`src/rtl/fabosc_clkdiv_gen.sv`:
```
// N-channel fabric clock divider with glitch-free per-channel run/stop and a shared
// ratio write port; each new ratio lands on the target channel's period boundary.
module fabosc_clkdiv_gen #(
    parameter int NUM_CH      = 4,
    parameter int DIV_W       = 16,
    parameter int DEFAULT_DIV = 50,
    parameter int CH_W        = 2
) (
    input  logic              CLK,
    input  logic              RESETN,
    input  logic [NUM_CH-1:0] CH_EN,
    input  logic              DIV_WR,
    input  logic [CH_W-1:0]   DIV_CH,
    input  logic [DIV_W-1:0]  DIV_DATA,
    output logic              DIV_BUSY,
    output logic              DIV_ERR,
    output logic [NUM_CH-1:0] CLK_OUT,
    output logic [NUM_CH-1:0] TICK,
    output logic [NUM_CH-1:0] CH_ACTIVE
);

    typedef enum logic [1:0] {
        ST_IDLE = 2'd0,
        ST_RUN  = 2'd1,
        ST_STOP = 2'd2
    } state_t;

    localparam logic [DIV_W-1:0] DEF_DIV = DIV_W'(DEFAULT_DIV);
    localparam logic [DIV_W-1:0] ONE     = DIV_W'(1);
    localparam logic [DIV_W-1:0] TWO     = DIV_W'(2);

    state_t            r_state [NUM_CH];
    logic [DIV_W-1:0]  r_cnt   [NUM_CH];
    logic [DIV_W-1:0]  r_div   [NUM_CH];
    logic [NUM_CH-1:0] r_clk_out;
    logic [NUM_CH-1:0] r_tick;
    logic [NUM_CH-1:0] r_active;

    logic              r_pend_vld;
    logic [CH_W-1:0]   r_pend_ch;
    logic [DIV_W-1:0]  r_pend_data;
    logic              r_err;

    state_t            w_state_n [NUM_CH];
    logic [DIV_W-1:0]  w_cnt_n   [NUM_CH];
    logic [DIV_W-1:0]  w_div_n   [NUM_CH];
    logic [NUM_CH-1:0] w_wrap;
    logic [NUM_CH-1:0] w_hit;
    logic [NUM_CH-1:0] w_apply;
    logic [NUM_CH-1:0] w_clk_n;
    logic [NUM_CH-1:0] w_tick_n;
    logic [NUM_CH-1:0] w_act_n;
    logic              w_req_valid;
    logic              w_wr_ok;
    logic              w_wr_bad;

    // Request validation for the shared write port.
    always_comb begin
        w_req_valid = (DIV_DATA >= TWO) &&
                      ({{(32-CH_W){1'b0}}, DIV_CH} < 32'(NUM_CH));
        w_wr_ok     = DIV_WR && !r_pend_vld && w_req_valid;
        w_wr_bad    = DIV_WR && !r_pend_vld && !w_req_valid;
    end

    // Per-channel next state, counter, ratio and the values the output flops will take.
    always_comb begin
        w_wrap   = '0;
        w_hit    = '0;
        w_apply  = '0;
        w_clk_n  = '0;
        w_tick_n = '0;
        w_act_n  = '0;
        for (int i = 0; i < NUM_CH; i++) begin
            w_state_n[i] = r_state[i];
            w_cnt_n[i]   = r_cnt[i];
            w_div_n[i]   = r_div[i];
            w_wrap[i]    = (r_cnt[i] == (r_div[i] - ONE));
            w_hit[i]     = r_pend_vld && (r_pend_ch == CH_W'(i));
            case (r_state[i])
                ST_IDLE: begin
                    w_cnt_n[i]   = '0;
                    w_apply[i]   = w_hit[i];
                    w_state_n[i] = CH_EN[i] ? ST_RUN : ST_IDLE;
                end
                ST_RUN: begin
                    w_state_n[i] = CH_EN[i] ? ST_RUN : ST_STOP;
                    if (w_wrap[i]) begin
                        w_cnt_n[i] = '0;
                        w_apply[i] = w_hit[i];
                    end else begin
                        w_cnt_n[i] = r_cnt[i] + ONE;
                    end
                end
                ST_STOP: begin
                    // The period in flight always completes before the channel parks.
                    if (w_wrap[i]) begin
                        w_cnt_n[i]   = '0;
                        w_apply[i]   = w_hit[i];
                        w_state_n[i] = CH_EN[i] ? ST_RUN : ST_IDLE;
                    end else begin
                        w_cnt_n[i]   = r_cnt[i] + ONE;
                        w_state_n[i] = CH_EN[i] ? ST_RUN : ST_STOP;
                    end
                end
                default: begin
                    w_state_n[i] = ST_IDLE;
                    w_cnt_n[i]   = '0;
                    w_div_n[i]   = DEF_DIV;
                end
            endcase
            if (w_apply[i]) begin
                w_div_n[i] = r_pend_data;
            end else begin
                w_div_n[i] = w_div_n[i];
            end
            w_act_n[i]  = (w_state_n[i] != ST_IDLE);
            w_clk_n[i]  = w_act_n[i] && (w_cnt_n[i] < (w_div_n[i] >> 1));
            w_tick_n[i] = w_act_n[i] && (w_cnt_n[i] == (w_div_n[i] - ONE));
        end
    end

    // Channel state, counters, ratios and registered channel outputs.
    always_ff @(posedge CLK or negedge RESETN) begin
        if (!RESETN) begin
            for (int i = 0; i < NUM_CH; i++) begin
                r_state[i] <= ST_IDLE;
                r_cnt[i]   <= '0;
                r_div[i]   <= DEF_DIV;
            end
            r_clk_out <= '0;
            r_tick    <= '0;
            r_active  <= '0;
        end else begin
            for (int i = 0; i < NUM_CH; i++) begin
                r_state[i] <= w_state_n[i];
                r_cnt[i]   <= w_cnt_n[i];
                r_div[i]   <= w_div_n[i];
            end
            r_clk_out <= w_clk_n;
            r_tick    <= w_tick_n;
            r_active  <= w_act_n;
        end
    end

    // Single pending-write slot and the reject pulse.
    always_ff @(posedge CLK or negedge RESETN) begin
        if (!RESETN) begin
            r_pend_vld  <= 1'b0;
            r_pend_ch   <= '0;
            r_pend_data <= '0;
            r_err       <= 1'b0;
        end else begin
            r_err <= w_wr_bad;
            if (w_wr_ok) begin
                r_pend_vld  <= 1'b1;
                r_pend_ch   <= DIV_CH;
                r_pend_data <= DIV_DATA;
            end else if (|w_apply) begin
                r_pend_vld  <= 1'b0;
            end else begin
                r_pend_vld  <= r_pend_vld;
            end
        end
    end

    assign DIV_BUSY  = r_pend_vld;
    assign DIV_ERR   = r_err;
    assign CLK_OUT   = r_clk_out;
    assign TICK      = r_tick;
    assign CH_ACTIVE = r_active;

endmodule
```
`config.mk`:
```
export PLATFORM = sky130hd
export DESIGN_NAME = fabosc_clkdiv_gen
export DESIGN_NICKNAME = d
export VERILOG_FILES = /design/src/rtl/fabosc_clkdiv_gen.sv
export SDC_FILE = /design/constraint.sdc
export NUM_CORES = 1
export LEC_CHECK = 0
export ABC_CLOCK_PERIOD_IN_PS = 5700
export CAP_MARGIN = 15
export CORE_MARGIN = 1.5
export CORE_UTILIZATION = 35
export DETAILED_ROUTE_END_ITERATION = 7
export SLEW_MARGIN = 10
export SYNTH_ARGS = -nofsm -noshare
export SYNTH_HDL_FRONTEND = slang
export SYNTH_SLANG_ARGS = --single-unit
```
`constraint.sdc`:
```
create_clock -name CLK -period 5.7 [get_ports CLK]
set_input_delay 0.855 -clock CLK [delete_from_list [all_inputs] [get_ports CLK]]
set_output_delay 0.855 -clock CLK [all_outputs]
set_load 0.02 [all_outputs]
```
**Run 1: M2 wires**

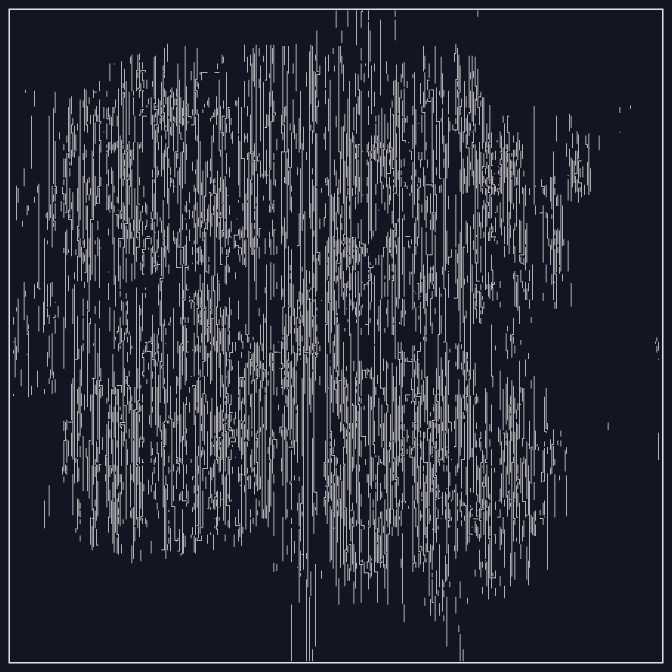
The wires run mostly vertical. The layer carries 20.4 mm of wire.

**Run 1: cell area per tile**

The die is cut into 20 by 20 equal tiles; white is low, dark blue is high, 0 to 100% covered.
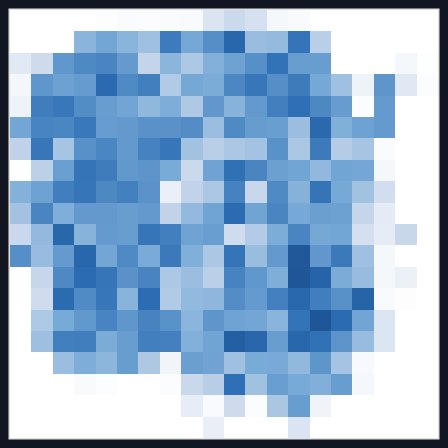
25% of the tiles are nearly empty. The densest ninth of the die: left middle. The mean over all tiles is 37%.

**Run 1: routed metal, one colour a layer**

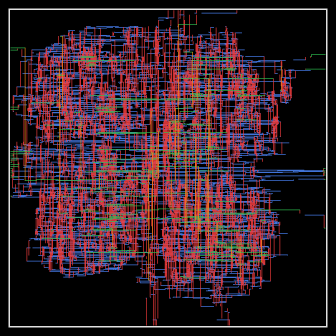
Key: orange = met4 [wire length 1190 um]; blue = met1 [wire length 20.2 mm]; green = met3 [wire length 2530 um]; red = met2 [wire length 20.4 mm]

**Run 1: routing congestion map**

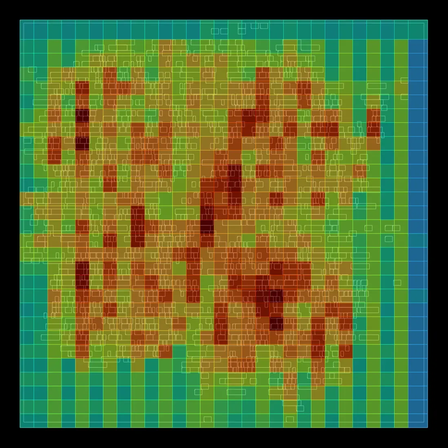
met2 usage: 0.354
global-route track usage on met3: 0.0323
fin util: 0.396
GRT met1 Usage: 0.294

==> results.json, run 1 <==
{
  "status": "completed",
  "p_seq_uw": 2230,
  "syn_inst": 1653,
  "simple_gate_area_frac": 0.247,
  "rows": 73,
  "pg_clk_uw": 1310,
  "ys_ff": 168,
  "crit_path_end_kind": "flop",
  "setup_viol": 0,
  "antenna_found_initial": 0,
  "post-cts-setup-buffers": 0,
  "viasPerCell": 5.68,
  "portBuffers": 38,
  "synthAoiAreaFrac": 0.145,
  "peakVddDrop_mv": 0.271,
  "htreeDepth": 4,
  "power_uw": 7940,
  "grt_pass1_wl_um": 69900,
  "layout_top_cells": "nor2_1 (173), dfrtp_1 (156), xnor2_1 (107), inv_1 (105), xor2_1 (95)",
  "synthArstFlopShare": 1.00,
  "pin_count": 39,
  "die_y_um": 203,
  "combPwrFrac": 0.554,
  "cts_tree": "yes",
  "edf_count": 0,
  "relSlewSlack": 0.243,
  "finalWorstSetupSlack_ns": 0.286,
  "final_cells": 2207,
  "synth_seq_share": 0.302,
  "cts_sinks": 168,
  "ys_sh_adder": 0.0761,
  "fin_skew_ns": 0.0170,
  "hold_buffers": 0,
  "worst_pin_slew_ns": 1.12,
  "holdCritPathClass": "input pin to asynchronous set/reset pin",
  "drv_slew": 0,
  "seqPwrFrac": 0.281,
  "diodes": 0,
  "top_cells_by_area": "dfrtp_1 (28%), ha_1 (7.6%), xnor2_1 (6.7%), xor2_1 (6.0%), nor2_1 (4.6%)",
  "power_switching_uw": 3860,
  "path_cells": "inv_1 -> ha_1 -> or3b_2 -> a2bb2o_1 -> a2111o_1 -> a2111oi_0 -> o2111ai_1 -> o21ai_4 -> buf_12 -> mux2i_1 -> ha_1 -> o311ai_1 -> nor2_1 -> xnor2_1 -> o2111ai_1 -> a221o_1 -> nor4_1",
  "wirelength_um": 44300,
  "routedWlPerCell_um": 20.1,
  "criticalPathCategory": "flop to flop",
  "numCtsBuffers": 17,
  "synth_cell_type_count": 90,
  "hold_viol_final": 0,
  "dr.pass1.iters": 5,
  "wl_met1_um": 20200,
  "drv_cap": 0,
  "syn-num-nets": 1763,
  "yosysWarnings": 0,
  "drive_gt1_frac": 0.0815,
  "cts.path.max_buffers": 2,
  "fp.coreArea_um2": 39500,
  "grt_busiest_layer": "met2",
  "nets": 1779,
  "top_cell": "nor2_1",
  "wl_met3_um": 2530,
  "grtUsageTotal": 0.218,
  "grt_setup_unrepaired": "false",
  "ant_nets": 0,
  "ff_type": "dfrtp_1",
  "power.share.switching": 0.486,
  "cts_resized": 0,
  "place_congestion": 0.950,
  "logic_family": "simple AND/OR/NAND/NOR gates",
  "dp.cells": 2174,
  "yosysCellCount": 1653,
  "area_growth_pct": 12.2,
  "grt_start_max_net_pins": 94,
  "critPathMaxStageDelay_ns": 0.50,
  "dieArea_um2": 41100,
  "timing.critical_path.fanout_max": 56,
  "powerComb_uw": 4400,
  "max_freq_mhz": 185,
  "top_layer": "met4",
  "avgSynthCellArea_um2": 8.46,
  "dr_wl_met2_um": 20400,
  "yosys-top-cells-count": "nor2_1 (173), dfrtp_1 (156), xnor2_1 (107), inv_1 (105), xor2_1 (95)",
  "cp_num_buf_inv": 2,
  "fp_util": 0.353
}
run 1: final timing paths:
kind / start / endpoint / cells after the start
setup / recovery: r_div[32]$_DFF_PN0_ / TICK[1]$_DFF_PN0_ / 17
hold reg to reg: r_div[33]$_DFF_PN1_ / r_div[33]$_DFF_PN1_ / 2
min in group CLK: r_div[33]$_DFF_PN1_ / r_div[33]$_DFF_PN1_ / 2
max in group asynchronous: RESETN / r_div[1]$_DFF_PN1_ / 2
hold / removal: RESETN / r_cnt[40]$_DFF_PN0_ / 1
setup reg to reg: r_div[32]$_DFF_PN0_ / TICK[1]$_DFF_PN0_ / 17
run 1: layout make-up:
type	instances	area [um2]
timing repair buffer	76	689
fill	3992	23900
multi-input combinational	1300	9070
sequential	168	4220
clock buffer	22	474
tap	525	657
inverter	106	398
clock inverter	10	166
**Run 1: selected gate families**

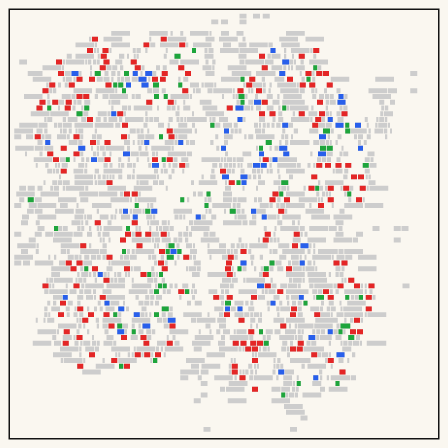

==> run 1 -> run 2 <==
--- a/config.mk
+++ b/config.mk
@@ -7,6 +7,7 @@
 export LEC_CHECK = 0
 export ABC_CLOCK_PERIOD_IN_PS = 5700
 export CAP_MARGIN = 15
+export CORE_ASPECT_RATIO = 0.75
 export CORE_MARGIN = 1.5
 export CORE_UTILIZATION = 35
 export DETAILED_ROUTE_END_ITERATION = 7
**Run 2: selected gate families**

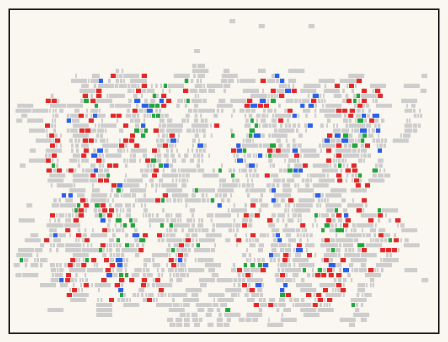
Key: green = AND and OR gates [cells 81]; red = XOR/XNOR gates [cells 202]; blue = AND-OR and OR-AND gates [cells 68]

**Run 2: M2 wires**

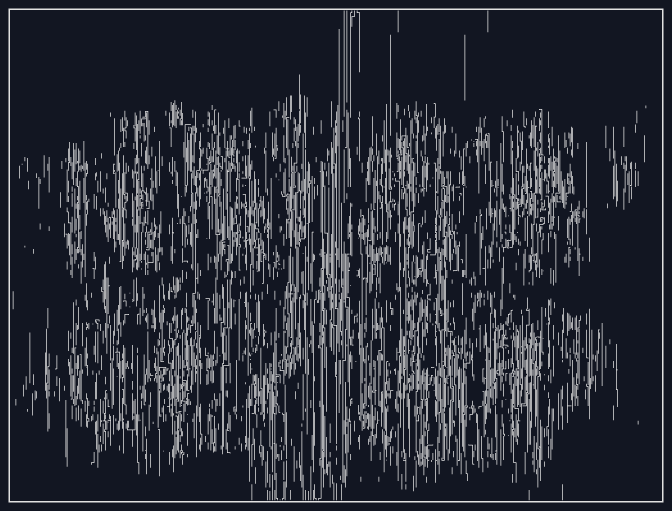
The layer holds 40% of the routed length. The wires run mostly vertical. 1477 nets have wire on it.

==> run 2 against run 1 <==
Global-route usage decreased by 0.11 points; cell count down 0.36%; clock-buffer cell count is 4 lower; register-to-register slack worse by 0.05 ns; synthesized cell count unchanged; combinational power about the same; clock skew is 0.0056 ns lower; first-iteration DRC count grew 56%; utilization down 0.21 points; critical path depth is the same; critical path type unchanged; critical endpoint is now CLK_OUT[1]$_DFF_PN0_; highest routed layer unchanged.
==> results.json, run 2 <==
{
  "comb_area_um2": 9080,
  "finalWorstSetupSlack_ns": 0.241,
  "antenna_found_initial": 0,
  "nNonClkBuffers": 73,
  "fin_skew_ns": 0.0114,
  "top_cells_by_area": "dfrtp_1 (28%), ha_1 (7.6%), xnor2_1 (6.7%), xor2_1 (6.0%), nor2_1 (4.6%)",
  "pin_count": 39,
  "cp_num_buf_inv": 2,
  "wl_met1_um": 21400,
  "pg_clk_uw": 1120,
  "place_congestion": 0.982,
  "ys_ff": 168,
  "layout_top_cells": "nor2_1 (173), dfrtp_1 (156), xnor2_1 (107), inv_1 (105), xor2_1 (95)",
  "n_clock_buffer": 18,
  "seqAreaFraction": 0.271,
  "relSlewSlack": 0.245,
  "hold_viol_final": 0,
  "grt_busiest_layer": "met1",
  "yosys-top-cells-count": "nor2_1 (173), dfrtp_1 (156), xnor2_1 (107), inv_1 (105), xor2_1 (95)",
  "post-cts-setup-buffers": 0,
  "ff_type": "dfrtp_1",
  "met2_usage": 0.296,
  "dieArea_um2": 41200,
  "peakVddDrop_mv": 0.261,
  "routedWlPerCell_um": 19.9,
  "tapCellCount": 520,
  "syn_area_um2": 14000,
  "criticalPathCategory": "flop to flop",
  "flop_area_um2": 4220,
  "post-route-util": 0.394,
  "setup_viol": 0,
  "top_layer": "met4",
  "area_growth_pct": 11.2,
  "grt_util_met3": 0.0533,
  "power_uw": 7760,
  "cts_resized": 0,
  "flop-count": 168,
  "synthArstFlopShare": 1.00,
  "drv_cap": 0,
  "power_switching_uw": 3900,
  "path_depth": 17,
  "worst-r2r-cell-count": 17,
  "top_cell": "nor2_1",
  "crit_start": "r_div[32]$_DFF_PN0_",
  "powerComb_uw": 4370,
  "htreeDepth": 4,
  "crit_path_end_kind": "flop",
  "avgSynthCellArea_um2": 8.46,
  "edf_count": 0,
  "dominant_cells": "logic gates",
  "crit_path_end": "CLK_OUT[1]$_DFF_PN0_",
  "die_y_um": 176,
  "holdCritPathClass": "input pin to asynchronous set/reset pin",
  "grt_setup_unrepaired": "false",
  "critPathMaxStageDelay_ns": 0.52,
  "worst_pin_slew_ns": 1.12,
  "numCtsBuffers": 17,
  "sh_comb_area": 0.585,
  "bufAreaShareNonClock": 0.0423,
  "inv_count": 106,
  "final_cells": 2199,
  "p_seq_uw": 2270,
  "syn-num-nets": 1763,
  "hold_buffers": 0,
  "fill_cells": 3935,
  "status": "completed",
  "rows": 63,
  "fp.coreArea_um2": 39400,
  "power.share.switching": 0.502,
  "viasPerCell": 5.71,
  "drive_gt1_frac": 0.0816,
  "placed_cell_area_um2": 14900,
  "yosysWarnings": 0,
  "fp_util": 0.355,
  "synth_cell_type_count": 90,
  "reg2reg_to": "CLK_OUT[1]$_DFF_PN0_",
  "dp.cells": 2163,
  "max_freq_mhz": 183,
  "synth_seq_share": 0.302,
  "cts_tree": "yes",
  "ant_nets": 0,
  "timing.critical_path.fanout_max": 20,
  "grt_start_max_net_pins": 112,
  "wl_met3_um": 3970,
  "combPwrFrac": 0.564,
  "path_cells": "inv_1 -> ha_1 -> or3b_2 -> a2bb2o_1 -> a2111o_1 -> a2111oi_0 -> o2111ai_1 -> o21ai_4 -> buf_4 -> nor3b_1 -> a21oi_1 -> ha_1 -> nand3_1 -> nor3_1 -> a221oi_1 -> o21ai_0 -> nor4b_1",
  "portBuffers": 38,
  "clk_share": 0.0342,
  "cts_sinks": 168,
  "grt_pass1_wl_um": 68800,
  "dr.pass1.iters": 5,
  "wirelength_um": 43800,
  "drv_slew": 0,
  "cts.path.max_buffers": 2,
  "comb_cells": 1300,
  "dr_wl_met2_um": 17500,
  "critical_path.top_delay_family": "AND-OR/OR-AND gates",
  "grt.met1_usage": 0.334,
  "reg2reg_from": "r_div[32]$_DFF_PN0_",
  "timing.final.crit_period_ns": 5.46
}
-- run 2: cell count changes in the layout (fill, tap and decap cells not counted), moves of 2 or more --
cell | before | now
bufinv_16 | 4 | 0
a21oi_1 | 83 | 80
a21oi_2 | 1 | 4
clkbuf_8 | 3 | 0
clkinv_2 | 1 | 4
clkinvlp_4 | 2 | 4
ha_1 | 83 | 85
ha_2 | 2 | 0
inv_6 | 1 | 3
-- run 2: cell families (layout without fill, tap and decap cells) --
logic type | after synthesis | after routing | share of synthesized area
AND-OR/OR-AND | 292 | 292 | 0.145
XOR/XNOR | 202 | 202 | 0.127
adder cells (fa/ha/maj) | 85 | 85 | 0.0761
buffers and inverters | 185 | 211 | 0.0511
flip-flops | 168 | 168 | 0.302
multiplexers | 70 | 70 | 0.0524
AND/OR/NAND/NOR | 651 | 651 | 0.247
Power and IR drop assume default switching activity.
